`config.mk`:
```
export PLATFORM = sky130hd
export DESIGN_NAME = spike_sequencer
export DESIGN_NICKNAME = d
export VERILOG_FILES = /design/src/rtl/spike_sequencer_pkg.sv /design/src/rtl/spike_sequencer_step_timer.sv /design/src/rtl/spike_sequencer.sv
export SDC_FILE = /design/constraint.sdc
export NUM_CORES = 1
export LEC_CHECK = 0
export CORE_MARGIN = 10
export CORE_UTILIZATION = 42
export CTS_CLUSTER_SIZE = 28
export DETAILED_ROUTE_END_ITERATION = 8
export GPL_TIMING_DRIVEN = 0
export PLACE_DENSITY = 0.78
export RECOVER_POWER = 100
export SLEW_MARGIN = 20
export SYNTH_ARGS = -nofsm -noshare
export SYNTH_HDL_FRONTEND = slang
export SYNTH_SLANG_ARGS = --single-unit
export TNS_END_PERCENT = 5
```
`constraint.sdc`:
```
create_clock -name clk -period 2.55 [get_ports clk]
set_input_delay 0.51 -clock clk [delete_from_list [all_inputs] [get_ports clk]]
set_output_delay 0.51 -clock clk [all_outputs]
set_load 0.01 [all_outputs]
```
`src/rtl/spike_sequencer_pkg.sv`:
```
// spike_sequencer_pkg: state encoding and default schedule geometry for the spike sequencer.
package spike_sequencer_pkg;
  typedef enum logic [2:0] {S_IDLE, S_FETCH, S_RUN, S_REST, S_DONE} state_e;
  localparam int DEF_STEP_CYCLES = 8;
  localparam int DEF_STEPS_PER_IMAGE = 16;
  localparam int DEF_REST_STEPS = 4;
endpackage

```
`src/rtl/spike_sequencer_step_timer.sv`:
```
// step_timer: cycle-within-step and step-within-phase counters with hold and clear.
module step_timer #(
  parameter int CYCLES = 8,
  parameter int STEPS = 16,
  parameter int SW = 4
) (
  input  logic          clk,
  input  logic          rst,
  input  logic          en_i,
  input  logic          clr_i,
  output logic [SW-1:0] step_o,
  output logic          last_cycle_o,
  output logic          prefetch_o,
  output logic          last_step_o
);
  localparam int CW = $clog2(CYCLES);
  logic [CW-1:0] cyc_q;
  logic [SW-1:0] step_q;
  always_ff @(posedge clk or posedge rst) begin
    if (rst) begin
      cyc_q  <= '0;
      step_q <= '0;
    end else if (clr_i) begin
      cyc_q  <= '0;
      step_q <= '0;
    end else if (en_i) begin
      cyc_q  <= last_cycle_o ? '0 : cyc_q + CW'(1);
      step_q <= last_cycle_o ? step_q + SW'(1) : step_q;
    end
  end
  assign last_cycle_o = cyc_q == CW'(CYCLES - 1);
  assign prefetch_o   = cyc_q == CW'(CYCLES - 2);
  assign last_step_o  = step_q == SW'(STEPS - 1);
  assign step_o       = step_q;
endmodule

```
`src/rtl/spike_sequencer.sv`:
```
// spike_sequencer: walks the training-spike ROM, holding each word for a fixed step and
// inserting a neuron-reset rest interval after every image; pausable via pause.
module spike_sequencer
  import spike_sequencer_pkg::*;
#(
  parameter int STEP_CYCLES = DEF_STEP_CYCLES,
  parameter int STEPS_PER_IMAGE = DEF_STEPS_PER_IMAGE,
  parameter int REST_STEPS = DEF_REST_STEPS,
  parameter int ADDR_W = 16,
  parameter int DATA_W = 32
) (
  input  logic              clk,
  input  logic              rst,
  input  logic              start,
  input  logic [15:0]       num_images,
  input  logic [ADDR_W-1:0] base_addr,
  input  logic              pause,
  output logic [ADDR_W-1:0] rom_addr,
  input  logic [DATA_W-1:0] rom_data,
  output logic [DATA_W-1:0] spike_out,
  output logic              spike_valid,
  output logic              step_strobe,
  output logic              image_start,
  output logic              neuron_reset,
  output logic [15:0]       cur_image,
  output logic              busy,
  output logic              done
);
  localparam int LIM = STEPS_PER_IMAGE > REST_STEPS ? STEPS_PER_IMAGE : REST_STEPS;
  localparam int SW = LIM > 1 ? $clog2(LIM) : 1;
  state_e state_q;
  logic [ADDR_W-1:0] rom_addr_q;
  logic [15:0] cur_image_q, images_q;
  logic valid_q, strobe_q, istart_q, nreset_q, busy_q, done_q;
  logic [SW-1:0] step;
  logic last_cycle, prefetch, last_step, rest_last, phase_end, last_image, in_sched;
  assign in_sched   = state_q == S_RUN || state_q == S_REST;
  assign rest_last  = step == SW'(REST_STEPS > 0 ? REST_STEPS - 1 : 0);
  assign phase_end  = !pause && last_cycle && (state_q == S_RUN ? last_step : rest_last);
  assign last_image = cur_image_q == images_q - 16'd1;
  step_timer #(.CYCLES(STEP_CYCLES), .STEPS(STEPS_PER_IMAGE), .SW(SW)) u_timer (
    .clk(clk),
    .rst(rst),
    .en_i(!pause),
    .clr_i(!in_sched || phase_end),
    .step_o(step),
    .last_cycle_o(last_cycle),
    .prefetch_o(prefetch),
    .last_step_o(last_step)
  );
  always_ff @(posedge clk or posedge rst) begin
    if (rst) begin
      state_q     <= S_IDLE;
      rom_addr_q  <= '0;
      cur_image_q <= '0;
      images_q    <= '0;
      valid_q     <= 1'b0;
      strobe_q    <= 1'b0;
      istart_q    <= 1'b0;
      nreset_q    <= 1'b0;
      busy_q      <= 1'b0;
      done_q      <= 1'b0;
    end else begin
      done_q <= 1'b0;
      case (state_q)
        S_IDLE: if (start) begin
          images_q    <= num_images;
          rom_addr_q  <= base_addr;
          cur_image_q <= '0;
          state_q     <= num_images == 16'd0 ? S_DONE : S_FETCH;
          busy_q      <= num_images != 16'd0;
          done_q      <= num_images == 16'd0;
        end
        S_FETCH: begin
          state_q  <= pause ? S_FETCH : S_RUN;
          valid_q  <= !pause;
          strobe_q <= !pause;
          istart_q <= !pause;
        end
        S_RUN: if (pause) begin
          valid_q  <= 1'b0;
          strobe_q <= 1'b0;
          istart_q <= 1'b0;
        end else begin
          if (prefetch) rom_addr_q <= rom_addr_q + ADDR_W'(1);
          if (!phase_end) begin
            valid_q  <= 1'b1;
            strobe_q <= last_cycle;
            istart_q <= 1'b0;
          end else if (REST_STEPS > 0) begin
            state_q  <= S_REST;
            nreset_q <= 1'b1;
            valid_q  <= 1'b0;
            strobe_q <= 1'b0;
            istart_q <= 1'b0;
          end else begin
            state_q     <= last_image ? S_DONE : S_RUN;
            busy_q      <= !last_image;
            done_q      <= last_image;
            cur_image_q <= last_image ? cur_image_q : cur_image_q + 16'd1;
            valid_q     <= !last_image;
            strobe_q    <= !last_image;
            istart_q    <= !last_image;
          end
        end
        // rom_addr already points at the next image, so REST hands straight back to RUN
        S_REST: if (phase_end) begin
          nreset_q    <= 1'b0;
          state_q     <= last_image ? S_DONE : S_RUN;
          busy_q      <= !last_image;
          done_q      <= last_image;
          cur_image_q <= last_image ? cur_image_q : cur_image_q + 16'd1;
          valid_q     <= !last_image;
          strobe_q    <= !last_image;
          istart_q    <= !last_image;
        end
        default: state_q <= S_IDLE;
      endcase
    end
  end
  assign rom_addr     = rom_addr_q;
  assign spike_out    = rom_data & {DATA_W{valid_q}};
  assign spike_valid  = valid_q;
  assign step_strobe  = strobe_q;
  assign image_start  = istart_q;
  assign neuron_reset = nreset_q;
  assign cur_image    = cur_image_q;
  assign busy         = busy_q;
  assign done         = done_q;
endmodule

```
**Clock wiring as the flow saved it**

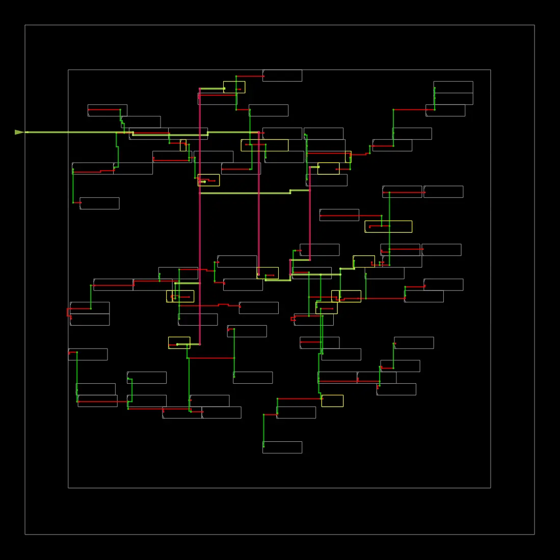
clkbuf count: 13
skew final: 0.00656 ns
Clock Power: 0.000971 W
registers: 64
CTS sink cnt: 64

**I/O nets highlighted**

Bar = 20 µm.
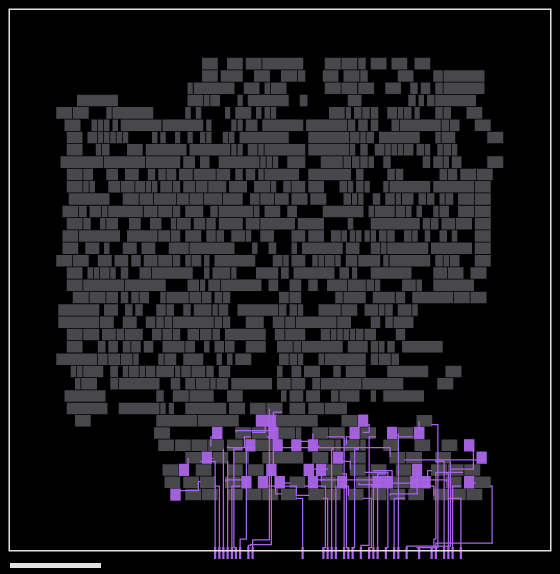
`spike_out` -> purple  # bits 32, direction output, edge bottom, end cells 32, wire 889 µm
IO Count: 138
IO buf count: 137

==> Slide: Implementation Results <==
Key Metrics from the Run

Setup path
  – FF-to-FF Start: images_q[8]$_DFFE_PP0P_
  – CP startpoint: images_q[8]$_DFFE_PP0P_
  – Critical path arrival: 2.96 ns
  – Crit end category: flip-flop

Route
  – WL final: 14300 µm
  – Routed via count: 4510

Final layout
  – Syn-to-layout area delta: 51.0%
  – NumNets Final: 742
  – Fill count: 783
  – Flop area: 1600 µm²
  – Inverters, non-clock: 9
  – Clock-cell share: 3.42%
  – Non-clk bufs: 184
  – Combinational Gates: 399

Global route
  – Gr busiest metal: met2
  – GRT met1 Usage: 22.9%

Min path
  – WHS Endpoint: neuron_reset$_DFFE_PP0P_

STA
  – Final Setup Violations: 18
  – RSZ-0062 raised after global routing: true
  – Setup ws final: -0.129 ns
  – Final hold violation count: 0
  – Min Tclk post-route: 2.68 ns

Logic synthesis
  – Post-synth top cells: 75 x nand2_1, 64 x dfrtp_1, 44 x a21oi_1
  – Ys Warns: 0
  – Yosys Chip Area: 4140 µm²
  – Yosys simple share: 32.0%
  – Cell type with the largest total area: dfrtp_1

Place
  – Placed Instances: 771
  – GP Congestion: 0.873

Pwr
  – Switching share of power: 38.0%
  – P_seq: 0.00161 W

CTS
  – CTS tree: built

Run status
  – Failing checks: negative setup slack
  – Outcome: finished, violations left
**Zoomed window**

Region (10, 69) to (50, 109) µm. Cells in grey, sequential cells in the stronger grey; small squares are vias.
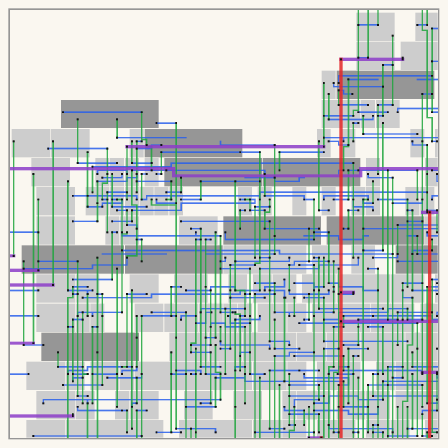
metal 2 -> green
metal 3 -> purple
metal 1 -> blue
metal 4 -> red
netlist names of flops here include = `images_q` (10)
most frequent = nand2_1 (27), clkdlybuf4s50_1 (12), buf_4 (11)
sequential cells in the window = 10
cells with their middle in the window = 114

**Where the registers sit**

Bar = 20 µm. Other sequential cells in the stronger grey, the rest of the logic in the fainter grey.
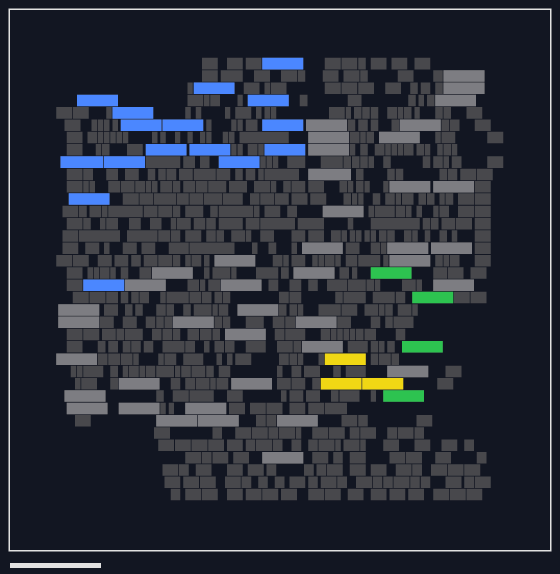
`u_timer.step_o` -> green  # placed flops 4, where right middle
`u_timer.cyc_q` -> yellow  # placed flops 3
`images_q` -> blue  # placed flops 16
not coloured = 41

[cell usage in the layout, fill, tap and decap left out, drive strengths merged, types with 24 or more instances in the layout]
cell type and n:
clkdlybuf4s50 76, nand2 75, o21ai 28, dfrtp 64
clkbuf 36, and2 35, dlygate4sd3 61, nor2 32
buf 24, a21oi 44
[worst max-delay path, stage by stage (launching register included)]
cell and delay [ns]:
dfrtp_1 0.38, buf_6 0.14, nor4_4 0.41, or3b_4 0.44, a211o_1 0.28, o211ai_2 0.09, nor4_4 0.10, buf_6 0.15
buf_4 0.13, or3_4 0.36, a21oi_2 0.12
[layer usage]
| metal | wire, µm | vias up |
|---|---|---|
| met1 | 5790 | 2154 |
| met2 | 7320 | 185 |
| met5 | 0 | - |
| li1 | - | 2135 |
| met3 | 928 | 36 |
| met4 | 299 | 0 |
Power figures rest on the tool's default switching activity, not on a simulated workload.
